### Pin map, run 1

(1.5 px per micron) Pins as bars across the die edge, other pins in grey.
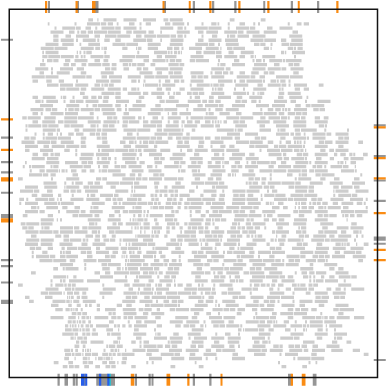
### Metal layers overlaid, run 1

(1 px per micron) Only two layers are drawn.
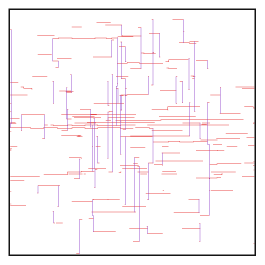
### Logic cells by family, run 1

(1.5 px per micron)
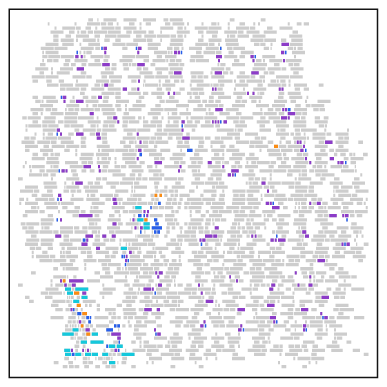
### Met4 routing, run 1

(1.5 px per micron)
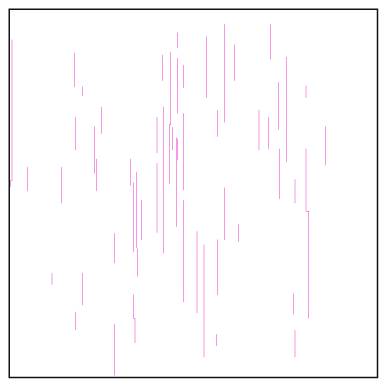
==> config.mk <==
export PLATFORM = sky130hd
export DESIGN_NAME = cache_stream_fifo
export DESIGN_NICKNAME = d
export VERILOG_FILES = /design/src/rtl/cache_stream_fifo.sv
export SDC_FILE = /design/constraint.sdc
export NUM_CORES = 1
export LEC_CHECK = 0
export CAP_MARGIN = 20
export CORE_MARGIN = 5
export CORE_UTILIZATION = 45
export CTS_BUF_LIST = sky130_fd_sc_hd__clkbuf_2
export DETAILED_ROUTE_END_ITERATION = 16
export SYNTH_ARGS = -nofsm -noshare
export SYNTH_HDL_FRONTEND = slang
export SYNTH_SLANG_ARGS = --single-unit
export TNS_END_PERCENT = 20
==> constraint.sdc <==
create_clock -name clk -period 3.9 [get_ports clk]
set_input_delay 0.78 -clock clk [delete_from_list [all_inputs] [get_ports clk]]
set_output_delay 0.78 -clock clk [all_outputs]
set_load 0.01 [all_outputs]
==> Changelog: implementation, run 1 <==
### Physical design

* Status: complete, but fails checks
* Violated checks: setup timing
* Routability Congestion at 0.769
* PD cells at 454 mW/mm^2
* Most used flip-flop cell: dfrtp_1
* Chip Area at about 0.060 sq mm
* Total Power at between 10000 and 15000 uW
* Post-synth top cells: mux2_2 (538), dfrtp_1 (530), mux2i_1 (97)
* Mapped cell area at approximately 0.025 sq mm
* CP most frequent cell: buf_12
* Dominant cell area share at 53.6%
* Yosys cell count at ~1.7k
* Post-DP HPWL at roughly 36000 microns
* Fin crit period at roughly 4.0 ns
* Clock buffer depth at 3
* WP depth at 8
* Cell area leaders: dfrtp_1 (54%), mux2_2 (24%), mux4_2 (5.8%), mux2i_1 (3.9%), o21ai_0 (1.4%)
* I/O Pins at 94
* LEAKAGE at approximately 0.014 uW
* Synth flops at 530
* Clock Skew at 0.0614 ns
* Max-slew headroom at the worst pin at a little over two fifths
* Max IR drop VDD at 0.000278 V
* Final hold viol count at 0
* Largest net degree at the start of global routing at 97
* Power share of the sequential group at around 46%
* Drt first pass iters at 5
* Antenna violations before repair at 2
* Crit start category: flip-flop
* Critical path's slowest cell: dfrtp_4
* CTS Buf Count at approximately 140
* P&R area growth vs syn at 19.9%
* Clock sinks at approximately 530
* Worst path top cell family by delay: buffers and inverters
* Unique cell types at 53
* Maxcap violations at 0
* WP data required at 3.12 ns
* Synth async-reset ratio at 100%
* Clock slew at reported path FFs at ~0.10 ns
* Setup Crit Path Kind: flip-flop to primary output
* Crit. End Element: primary output
* Worst Slack Setup Final at -0.0840 ns
* Yosys Chip Area at about 0.025 sq mm
* First-pass GRT wire length at approximately 100000 microns
* Fin Setup TNS at -0.823 ns
* Final nets at 2057
* Post-Syn Instances at around 1.7k
* Worst-path cell chain: buf_12 -> buf_12 -> buf_16 -> buf_12 -> mux4_2 -> a22oi_2 -> nand2_1 -> buf_2
* TritonCTS clock tree: yes
* RSZ-0062 raised after global routing: true
* DRC at 0
* Syn_area_per_cell at between 10 and 15 sq um
* Tightest Pin Transition at about 0.86 ns
* Design area at approximately 0.030 sq mm
* Syn Nets at roughly 1.8k
* Number of flip-flops in the largest register at 512
* Tool warning count at 31
* Internal power at ~9500 uW
* Register-to-Register Path Depth at 17
* Sw Ratio at between 20% and 30%
* Root Driver: clkbuf_2
* DRT iter0 DRCs at approximately 860
* R2R Setup Slk at -0.05 ns
* Worst skew pair latency at 1.26 ns
* Core area at 0.0548 sq mm
* Init Core Util at between 40% and 50%
* Max FO, Critical Path at 8
* Share of cells above drive strength 1 at 54.2%
* WP data arrival at about 3.2 ns
* Worst min-delay path class: primary input to asynchronous set/reset pin
* Inst Count DP at 2478
* YS warnings at 0
* Remaining global-route overflow at 0
* Top cell type by total area after synthesis: dfrtp_1
* Switching power at just under 4000 uW
* Clock share of power at ~30%
* DRT antenna net count at 0
* Htree depth at 4
* Final Util at a little over half
* Final period util at 102%
* Max incr delay on CP at roughly 0.52 ns
* DP Area at between 0.02 and 0.03 sq mm
* Number of vias per cell at approximately 5.6
* Num rows at ~86
* Register share after synthesis at a little over half
* Slew Limit Fails at 0
* Per-cell routed wire length at 23.3 microns
* Flip-flops with a built-in enable at 0
* CP bufs+invs at 5
* FMAX at between 200 and 300 MHz
* # setup viols final at 22
* Gate power share at 24.3%
* Yosys top cell by instances: mux2_2
* Vias in the first global route at ~17k
Back to the opening pictures, 'Pin map':
Orange is in_data, pins 32, direction input, edge 11 north, 9 south, 6 east, 6 west. Blue is af_thresh, pins 5, direction input, edge south. Cyan is out_valid, pins 1, direction output, edge south.
IO buf count: 93
DIE WIDTH: 245 microns
chip height: 245 microns

Back to the opening pictures, 'Metal layers overlaid':
Purple is M4, wire length 1850 microns. Red is M3, wire length 2740 microns.
vias after detailed routing: 15.7k
GRT Util Overall: 22.2%

Back to the opening pictures, 'Logic cells by family':
Blue is nand cells, cells 59. Cyan is fa/ha/maj cells, cells 25, where south-west. Orange is and/or cells, cells 10. Purple is aoi and oai cells, cells 183, where widely spread.
tally of non-filler cells in the final layout: 2794
Comb area share: 38.2%

Back to the opening pictures, 'Met4 routing':
The longest straight run is 97.2 microns. The layer carries 1850 microns of wire. The wires run mostly vertical.
routed wire length: 65200 microns

run 1: metrics by stage:
stage          setup slack, ns  hold slack, ns
2_1_floorplan          0.00207           0.452
3_3_place_gp            -0.461           0.462
3_5_place_dp            -0.525           0.470
4_1_cts                 -0.262          0.0451
5_1_grt                 -0.264           0.104
6_report               -0.0840           0.186
run 1: layout make-up:
type	count	area (sq um)
fill	4557	25100
sequential	530	13300
multi-input combinational	1042	11300
timing repair buffer	247	2790
clock buffer	222	1110
tap	704	881
clock inverter	26	210
inverter	19	73.8
antenna	4	10.0
run 1: power by group through the flow:
stage	Clock [uW]	Sequential (uW)	Combinational, uW
after floorplan	0	6180	1720
after global placement	0	6260	2680
after detailed placement	0	6290	2730
after CTS	4240	6140	3280
after global routing	4530	6200	3520
final	4060	6130	3280
run 1: kinds of logic (layout without fill, tap and decap cells):
group                      after synthesis  after routing  synth area share [%]
AOI/OAI and AO/OA                      190            190                  4.83
xor gates and xnor gates                 5              5                 0.177
adders and majority gates               25             25                  1.29
buffers and inverters                  161            514                  3.03
DFF                                    530            530                  53.6
muxes                                  710            710                  34.7
other                                    0              4                     0
and+or+nand+nor                        112            112                  2.39
run 1: layer usage:
layer | share of wire, % | GRT usage [%] | wire length [microns] | up-vias
met2 | 47 | 34.9 | 30700 | 329
met1 | 46 | 30.3 | 29900 | 8306
met4 | 2.8 | 8.28 | 1850 | 0
met5 | 0 | 0 | 0 | -
met3 | 4.2 | 5.11 | 2740 | 132
li1 | - | - | - | 6969
run 1: cell usage in the layout, fill, tap and decap left out, types with 15 or more instances in the layout:
cell type        Yosys  final
mux2_2             538    532
buf_2               49     30
mux4_2              64     64
dfrtp_1            530    525
mux2i_1             97     96
a22oi_1             32     27
a21oi_1             42     28
a221oi_2             0     30
clkdlybuf4s50_1      0     58
o21ai_0             68     25
clkinv_1             0     15
nand2_1             46     40
buf_4               16     87
clkbuf_2             2    222
inv_1               19     17
buf_12               0     30
ha_1                24     21
o21ai_1              0     30
run 1: worst register-to-register path, delay by kind of cell (launching register included):
| kind | cells | cell delay [ns] |
|---|---|---|
| buffers and inverters | 3 | 0.38 |
| multiplexers | 2 | 0.64 |
| AND/OR/NAND/NOR | 6 | 1.23 |
| AND-OR/OR-AND | 3 | 0.33 |
| adder cells (fa/ha/maj) | 3 | 0.81 |
| flip-flops | 1 | 0.39 |
run 1: what timing repair did:
item,in CTS,in global routing
endpoints found under the setup margin,38,38
hold buffers,2,0
pin swaps,69,20
buffers inserted,47,2
gates cloned,12,0
gates resized,278,22
endpoints found under the hold margin,444,0
--- run 2 (diff from run 1) ---
--- a/config.mk
+++ b/config.mk
@@ -6,10 +6,10 @@
 export NUM_CORES = 1
 export LEC_CHECK = 0
 export CAP_MARGIN = 20
-export CORE_MARGIN = 5
 export CORE_UTILIZATION = 45
 export CTS_BUF_LIST = sky130_fd_sc_hd__clkbuf_2
 export DETAILED_ROUTE_END_ITERATION = 16
+export SLEW_MARGIN = 20
 export SYNTH_ARGS = -nofsm -noshare
 export SYNTH_HDL_FRONTEND = slang
 export SYNTH_SLANG_ARGS = --single-unit
### Logic cells by family, run 2

(1.5 px per micron)
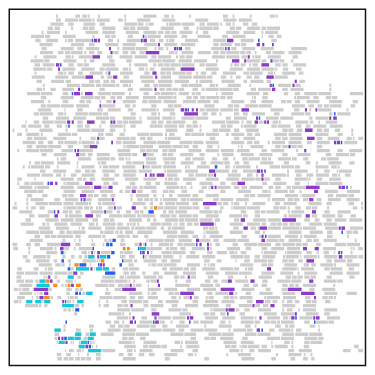
Purple is aoi and oai cells, cells 183, where widely spread. Cyan is fa/ha/maj cells, cells 25, where south-west. Blue is nand cells, cells 59, where widely spread. Orange is and/or cells, cells 10, where south-west.
tally of non-filler cells in the final layout: 2799
Comb area share: 38.3%

### Metal layers overlaid, run 2

(1 px per micron) Only two layers are drawn.
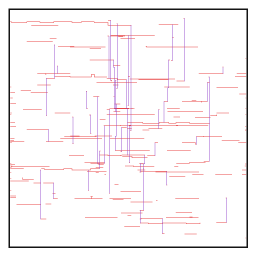
Purple is M4, wire length 1490 microns. Red is M3, wire length 2650 microns.
routed wire length: 64500 microns
vias after detailed routing: 15.8k
per-cell routed wire length: 23.1 microns
GRT Util Overall: 23.9%

==> Changelog: implementation, run 2 <==
### Physical design

* Chip height at 237 microns (-3.3%)
* Worst-path cell chain: buf_6 -> buf_8 -> buf_16 -> buf_6 -> mux2i_1 -> a221oi_2 -> a22oi_1 -> nand2_1 -> buf_2
* Crit. End Element: primary output
* # setup viols final at 33 (+50%)
* Post-synth top cells: mux2_2 (538), dfrtp_1 (530), mux2i_1 (97)
* R2R Setup Slk at 0 ns (+0.05 ns)
* Antenna violations before repair at 2 (unchanged)
* Fin crit period at 4.11 ns (+0.124 ns)
* Violated checks: setup timing
* Worst skew pair latency at 1.39 ns (+0.13 ns)
* WP data arrival at 3.33 ns (+0.13 ns)
* Clock slew at reported path FFs at 0.12 ns (+0.02 ns)
* Htree depth at 4 (unchanged)
* Init Core Util at 45.7% (+0.53 points)
* Share of cells above drive strength 1 at 53.8% (-0.45 points)
* Final hold viol count at 0 (unchanged)
* IO buf count at 93 (unchanged)
* Syn_area_per_cell at 14.3 sq um (unchanged)
* YS warnings at 0 (unchanged)
* First-pass GRT wire length at 101000 microns (-1.4%)
* Clock sinks at 530 (unchanged)
* Flip-flops with a built-in enable at 0 (unchanged)
* Num rows at 85 (-1.2%)
* Yosys Chip Area at 0.0248 sq mm (unchanged)
* Max incr delay on CP at 0.54 ns (+0.02 ns)
* Worst Slack Setup Final at -0.208 ns (-0.124 ns)
* Crit start category: flip-flop
* Synth async-reset ratio at 100% (unchanged)
* Number of vias per cell at 5.63 (about the same)
* CTS Buf Count at 144 (unchanged)
* Cell area leaders: dfrtp_1 (54%), mux2_2 (24%), mux4_2 (5.8%), mux2i_1 (3.9%), o21ai_0 (1.4%)
* Root Driver: clkbuf_2
* Chip Area at 0.0560 sq mm (-6.4%)
* Top cell type by total area after synthesis: dfrtp_1
* Drt first pass iters at 4 (-1)
* Hold Path Depth at 3
* PD cells at 455 mW/mm^2 (+0.29%)
* Final Util at 55.2% (+1.0 points)
* Largest net degree at the start of global routing at 92 (-5.2%)
* Slew Limit Fails at 0 (unchanged)
* Final nets at 2059 (+0.097%)
* Tool warning count at 31 (unchanged)
* DRT antenna net count at 0 (unchanged)
* WHS at 0.215 ns (+0.0290 ns)
* Register share after synthesis at 53.6% (unchanged)
* Most frequent cells in the layout: mux2_2 (533), dfrtp_1 (525), clkbuf_2 (212)
* Synth flops at 530 (unchanged)
* Yosys top cell by instances: mux2_2
* Post-Syn Instances at 1733 (unchanged)
* WP data required at 3.12 ns (about the same)
* Mapped cell area at 0.0248 sq mm (unchanged)
* DIE WIDTH at 237 microns (-3.3%)
* Status: complete, but fails checks
* Setup Crit Path Kind: flip-flop to primary output
* Most numerous logic cell after layout: mux2_2
* Core area at 0.0541 sq mm (-1.2%)
* CP most frequent cell: buf_6
* Critical path's slowest cell: dfrtp_4
* RSZ-0062 raised after global routing: true
* Remaining global-route overflow at 0 (unchanged)
* Vias in the first global route at 16.8k (-1.5%)
* TritonCTS clock tree: yes
* I/O Pins at 94 (unchanged)
* Dominant cell area share at 53.6% (unchanged)
* FMAX at 243 MHz (-3.0%)
* DRC at 0 (unchanged)
* DRT iter0 DRCs at 796 (-6.9%)
* Yosys cell count at 1733 (unchanged)
* Fill count at 4487 (-1.5%)
* Tightest Pin Transition at 0.956 ns (+0.0993 ns)
* Max IR drop VDD at 0.000300 V (+7.7%)
* Clock buffer depth at 3 (unchanged)
* Number of flip-flops in the largest register at 512 (unchanged)
* Max FO, Critical Path at 7 (-1)
* P&R area growth vs syn at 20.7%
* Unique cell types at 53 (unchanged)
* Max-slew headroom at the worst pin at 36.3% (-6.6 points)
* Syn Nets at 1806 (unchanged)
* Register-to-Register Path Depth at 16 (-1)
* Clock Skew at 0.0788 ns (+0.0175 ns)
* Worst min-delay path class: primary input to flip-flop
* Routability Congestion at 0.752 (-2.2%)
* Most used flip-flop cell: dfrtp_1
* LEAKAGE at 0.0141 uW (+0.29%)
* Maxcap violations at 0 (unchanged)
* Post-DP HPWL at 34900 microns (-3.9%)
* Final period util at 105% (+3.2 points)
-- run 2: logic make-up after synthesis --
group,count (synthesis),share of synthesized area (%)
buffers and inverters,161,3.03
flip-flops,530,53.6
AND/OR/NAND/NOR,112,2.39
multiplexers,710,34.7
AND-OR/OR-AND,190,4.83
adder cells (fa/ha/maj),25,1.29
XOR/XNOR,5,0.177
-- run 2: worst max-delay path, delay by kind of cell (launching register included) --
kind,cells,cell delay (ns)
buffers and inverters,5,0.72
DFF,1,0.54
AOI/OAI and AO/OA,2,0.45
and+or+nand+nor,1,0.18
muxes,1,0.13
-- run 2: area by class of cell --
cell class	instances	area (sq um)	area share, %
well taps	696	871	2.91
diodes	9	22.5	0.0753
clock inverters	43	278	0.929
inverters	19	73.8	0.247
flip-flops and latches	530	13300	44.4
multi-input cells	1042	11500	38.3
clock buffers	211	1060	3.53
repair buffers	249	2860	9.55
-- run 2: power by group --
part	switching (uW)	total [uW]	internal (uW)	leakage (uW)
sequential	219	6140	5920	0.00720
clock	2370	4080	1710	0.00101
combinational	1460	3390	1930	0.00584
total	4050	13600	9560	0.0141
-- run 2: stage by stage --
step	power (uW)	instances	area (sq um)	setup TNS (ns)	setup slack (ns)
after floorplan	7900	1733	24900	0	0.00207
after global placement	8890	2457	26900	-2.31	-0.484
after detailed placement	8950	2457	26900	-2.58	-0.542
after CTS	13600	2772	29600	-6.09	-0.254
after global routing	14300	2792	29900	-6.10	-0.271
final	13600	2799	29900	-2.99	-0.208
-- run 2: metal layers --
metal  vias to the layer above  routed length [microns]  global-route usage, %
met5                         -                        0                      0
met2                       311                    30800                   37.6
met1                      8337                    29600                   32.7
met3                        97                     2650                   4.55
met4                         0                     1490                   9.50
li1                       7017                        -                      -
-- run 2: timing repair --
action,4_1_cts,5_1_grt
endpoints found under the hold margin,412,0
hold buffers,3,0
gates cloned,13,3
pin swaps,54,27
resized,281,39
setup endpoints to repair,37,37
setup buffers,45,17
Power and IR drop assume default switching activity.
